==> config.mk <==
export PLATFORM = sky130hd
export DESIGN_NAME = instr_encoder
export DESIGN_NICKNAME = d
export VERILOG_FILES = /design/src/rtl/cpu_pkg.sv /design/src/rtl/instr_pack.sv /design/src/rtl/instr_encoder.sv
export SDC_FILE = /design/constraint.sdc
export NUM_CORES = 1
export LEC_CHECK = 0
export CORE_MARGIN = 3
export CORE_UTILIZATION = 45
export CTS_CLUSTER_DIAMETER = 30
export CTS_CLUSTER_SIZE = 14
export DETAILED_ROUTE_END_ITERATION = 7
export PLACE_DENSITY_LB_ADDON = 0.08
export SLEW_MARGIN = 30
export SYNTH_ARGS = -nofsm -noshare
export SYNTH_HDL_FRONTEND = slang
export SYNTH_HIERARCHICAL = 1
export SYNTH_SLANG_ARGS = --single-unit
==> constraint.sdc <==
create_clock -name i_clk -period 2.8 [get_ports i_clk]
set_input_delay 0.84 -clock i_clk [delete_from_list [all_inputs] [get_ports i_clk]]
set_output_delay 0.84 -clock i_clk [all_outputs]
set_load 0.02 [all_outputs]
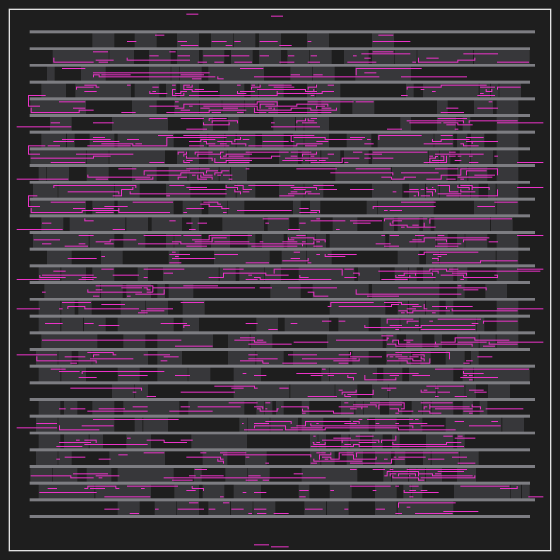
**Above:** run 1 (M1 wires).
Supply wires on this layer in gray. Cells faint in the background.
nets with wire on the layer: 386
longest straight run: 26.2 um
main direction: horizontal
wire length on this layer: 3090 um
share of all routed wire: 43%
met1 Use GR: 24.4%
routed via count: 2399
Post-Route WL: 7150 um

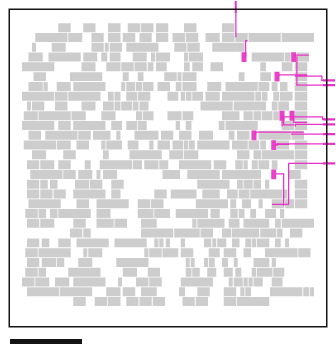
**Above:** run 1 (nets reached from selected ports).
Scale bar: 20 um.
legend:
  i_base_addr:
    color: magenta
    bits: 8
    direction: input
    edge: 7 right, 1 top
    end_cells: 8
    buffers: 8
    wire: 162 um
I/O pin cnt: 105
port buffer count: 103

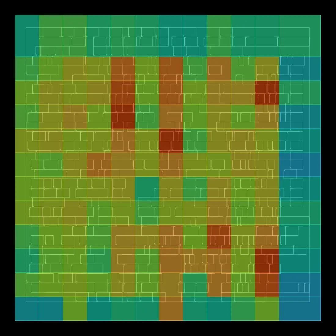
**Above:** run 1 (track usage over the die).
met3 usage: 6.59%
fin util: 65.2%

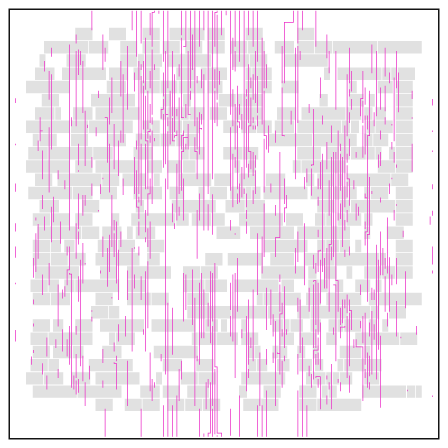
**Above:** run 1 (metal 2).
Cells faint in the background.
nets with wire on the layer: 379
main direction: vertical
share of all routed wire: 49%
longest straight run: 40.1 um
grt met2 use: 31.2%

==> changes_impl.md, run 1 <==
### Implementation results

* Simple-Gate Fraction of Synth Area at 14.9%
* XOR Share, Synth at 3.19%
* Slowest CP cell: clkdlybuf4s50_1
* Setup_tns at 0 ps
* Clk_lat worst skew at 300 ps
* CTS root buf: clkbuf_8
* Pin count of the biggest net entering global routing at 32
* Minimum clock period after layout at 2700 ps
* Worst EP required at 1960 ps
* Status: finished, final reports clean
* Power density over the cells at 807 nW/um2
* Final HPWL DP at 5410 um
* Top non-seq family: multiplexers
* Max VDD drop at 0.469 mV
* Vias in the first global route at 2430
* Top delay family on crit path: buffers and inverters
* Total CTS buffers at 5
* Max_cap viols at 0
* # Cells Yosys at 282
* Worst Setup Slack, final at 99.3 ps
* Synth Flop Type: dfrtp_1
* WP buf/inv at 2
* YS warnings at 6
* CTS tree: yes
* Final Hold Slack at 513 ps
* Total chip power at 0.00338 W
* Final Hold Fails at 0
* Antenna violations before repair at 0
## run 1: cells by family after synthesis
group,count (synthesis)
DFF,52
other,2
muxes,45
and+or+nand+nor,80
adders and majority gates,9
AOI/OAI and AO/OA,51
buffers and inverters,32
xor gates and xnor gates,11
## run 1: power breakdown
group	switching (W)	leakage, nW	internal (W)
logic	0.000806	1.09	0.000841
registers	0.000226	0.648	0.000994
clock network	0.000244	0.0552	0.000266
total	0.00128	1.79	0.00210
## run 1: stage by stage
step / cells / cell area, um2
floorplan: 285 / 3030
global route: 459 / 4190
finish: 459 / 4190
global placement: 451 / 4080
CTS: 459 / 4190
detailed placement: 451 / 4080
## run 1: synth_stat cells (2+ instances only)
master    instances
a21oi_1          27
a31oi_1           3
a32oi_1          12
and2_1            8
and3_1            4
buf_2             2
buf_4            13
buf_6             4
clkbuf_1          5
conb_1            2
dfrtp_1          52
ha_1              9
inv_1             6
mux2_1            7
mux2_2           33
mux2i_1           5
nand2_1          14
nand3_1          11
nand4_1           2
nor2_1           23
nor2b_2           2
nor3_1            4
or4_1             3
xnor2_1           2
xor2_1            9
## run 1: worst reg2reg max path, cell delays in order, from the launching register on
cell      delay (ps)
dfrtp_1          480
nor4_4           410
nand3b_4         110
buf_4            160
o31ai_4          290
buf_12           220
mux2_2           360
## run 1: cell type report
class / count / area [um2]
fill: 531 / 2240
multi-input combinational: 201 / 1530
sequential: 52 / 1300
timing repair buffer: 114 / 1130
tap: 77 / 96.3
clock buffer: 6 / 72.6
clock inverter: 2 / 35.0
inverter: 7 / 26.3
## run 1: layer usage
metal / global-route usage, % / vias to the layer above / part of all wire [%]
met5: 0 / - / 0
met4: 5.02 / 0 / 0.64
met3: 6.59 / 4 / 7.2
met2: 31.2 / 68 / 49
met1: 24.4 / 1140 / 43
li1: - / 1187 / -
## Run 2: what changed since run 1
--- a/config.mk
+++ b/config.mk
@@ -7,6 +7,7 @@
 export LEC_CHECK = 0
 export CORE_MARGIN = 3
 export CORE_UTILIZATION = 45
+export CTS_BUF_LIST = sky130_fd_sc_hd__clkbuf_4 sky130_fd_sc_hd__clkbuf_8 sky130_fd_sc_hd__clkbuf_16
 export CTS_CLUSTER_DIAMETER = 30
 export CTS_CLUSTER_SIZE = 14
 export DETAILED_ROUTE_END_ITERATION = 7
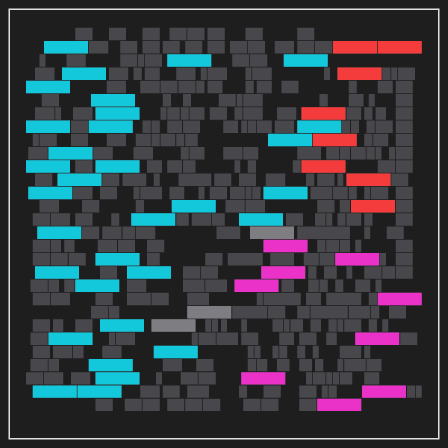
**Above:** run 2 (where the registers sit).
legend:
  o_mem_data:
    color: cyan
    sequential_cells: 32
  accept_rem_q:
    color: magenta
    sequential_cells: 9
  o_mem_addr:
    color: red
    sequential_cells: 8
not colored: 3
register area: 1300 um2
seq pwr: 0.00122 W
sequential cell area share: 31.1%
fin util: 65.2%

==> changes_impl.md, run 2 <==
### Implementation results

* CTS Sinks at 52
* Pint at 0.00211 W
* Final cell count without fillers at 459
* Top cell excl fill/tap: clkdlybuf4s50_1
* Flop pwr share at 36.0%
* Net switching power at 0.00128 W
* Max VDD drop at 0.469 mV
* Minimum clock period after layout at 2700 ps
* Gate power share at 48.6%
* Clk_lat worst skew at 300 ps
* Final Hold Fails at 0
* Final HPWL DP at 5410 um
* CTS tree: yes
* Slew HR at 62.0%
* Total CTS buffers at 5
* # Cells Yosys at 282
* YS warnings at 6
* Final slew viol count at 0
* Power density over the cells at 808 nW/um2
* Synthesized instance count at 282
* Port buffer count at 103
* CTS root buf: clkbuf_8
* Total chip power at 0.00339 W
* Setup_tns at 0 ps
* Synth Flop Type: dfrtp_1
* Wire length per cell at 15.6 um
* Area of the core at 6420 um2
* Max_cap viols at 0
* Worst EP required at 1960 ps
* Cell Area, Placed at 4080 um2
* Max-area cell share at 43.1%
* Final instance area at 4190 um2
* Clock Power Share at 15.3%
* Pin count of the biggest net entering global routing at 32
* Yosys top cell by instances: dfrtp_1
* DP Cell Count at 451
* Vias in the first global route at 2430
* Antenna violations before repair at 0
* Sw Ratio at 37.7%
* Lkg Pwr at 1.80 nW
* I/O pin cnt at 105
* NumNets Final at 448
* Status: finished, final reports clean
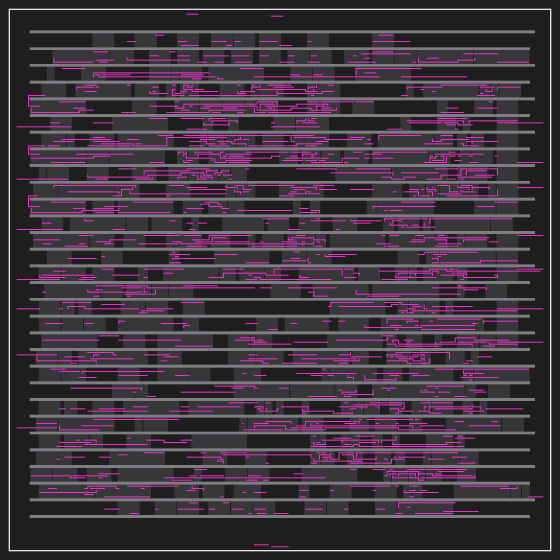
**Above:** run 2 (M1 wires).
Supply wires on this layer in gray. Cells faint in the background.
nets with wire on the layer: 386
main direction: horizontal
wire length on this layer: 3080 um
share of all routed wire: 43%
longest straight run: 26.2 um
Post-Route WL: 7140 um
routed via count: 2400

[run 2: cell counts after synthesis]
No cell type changed its count.
[run 2: cell families (layout without fill, tap and decap cells)]
group | Yosys count | in the layout | synth area share [%]
simple gates | 80 | 80 | 14.9
flops | 52 | 52 | 43.1
compound gates | 51 | 51 | 11.6
mux | 45 | 45 | 16.6
buf+inv | 32 | 129 | 6.67
xor+xnor | 11 | 11 | 3.19
fa+ha+maj | 9 | 9 | 3.73
other cells | 2 | 5 | 0.249
[run 2: layout make-up]
cell class	instances	area, um2
Clock buffer	6	76.3
Timing Repair Buffer	114	1130
Fill cell	529	2230
Clock inverter	2	35.0
Multi-Input combinational cell	201	1530
Inverter	7	26.3
Tap cell	77	96.3
Sequential cell	52	1300
[run 2: what timing repair did]
action                                  in CTS  in global routing
endpoints found under the setup margin       1                  0
resized                                      4                  0
endpoints found under the hold margin        0                  0
[run 2: critical path, stage by stage]
cell and delay (ps):
clkdlybuf4s50_1 510, nand2b_1 160, o311a_1 180, buf_2 160
[run 2: per-layer routing]
layer | GRT usage (%) | up-vias | part of all wire [%]
met5 | 0 | - | 0
met4 | 5.02 | 0 | 0.64
met3 | 6.59 | 4 | 7.3
met2 | 31.2 | 68 | 49
met1 | 24.4 | 1141 | 43
li1 | - | 1187 | -
[run 2: power by group through the flow]
stage	registers (W)	logic (W)	clock network (W)
finish	0.00122	0.00165	0.000520
global route	0.00126	0.00178	0.000565
CTS	0.00122	0.00167	0.000536
detailed placement	0.00123	0.00167	0
global placement	0.00122	0.00163	0
floorplan	0.00142	0.000786	0
[run 2: stage by stage]
step                      util [%]  hold WS (ps)  worst slack (ps)
after floorplan                  -           529               635
after global routing          65.2           537              51.7
after CTS                     65.2           517              76.8
after detailed placement      63.6           495              -352
after global placement        63.6           487              -372
final                         65.2           513              99.9
Power is estimated from default activity; no workload was simulated.
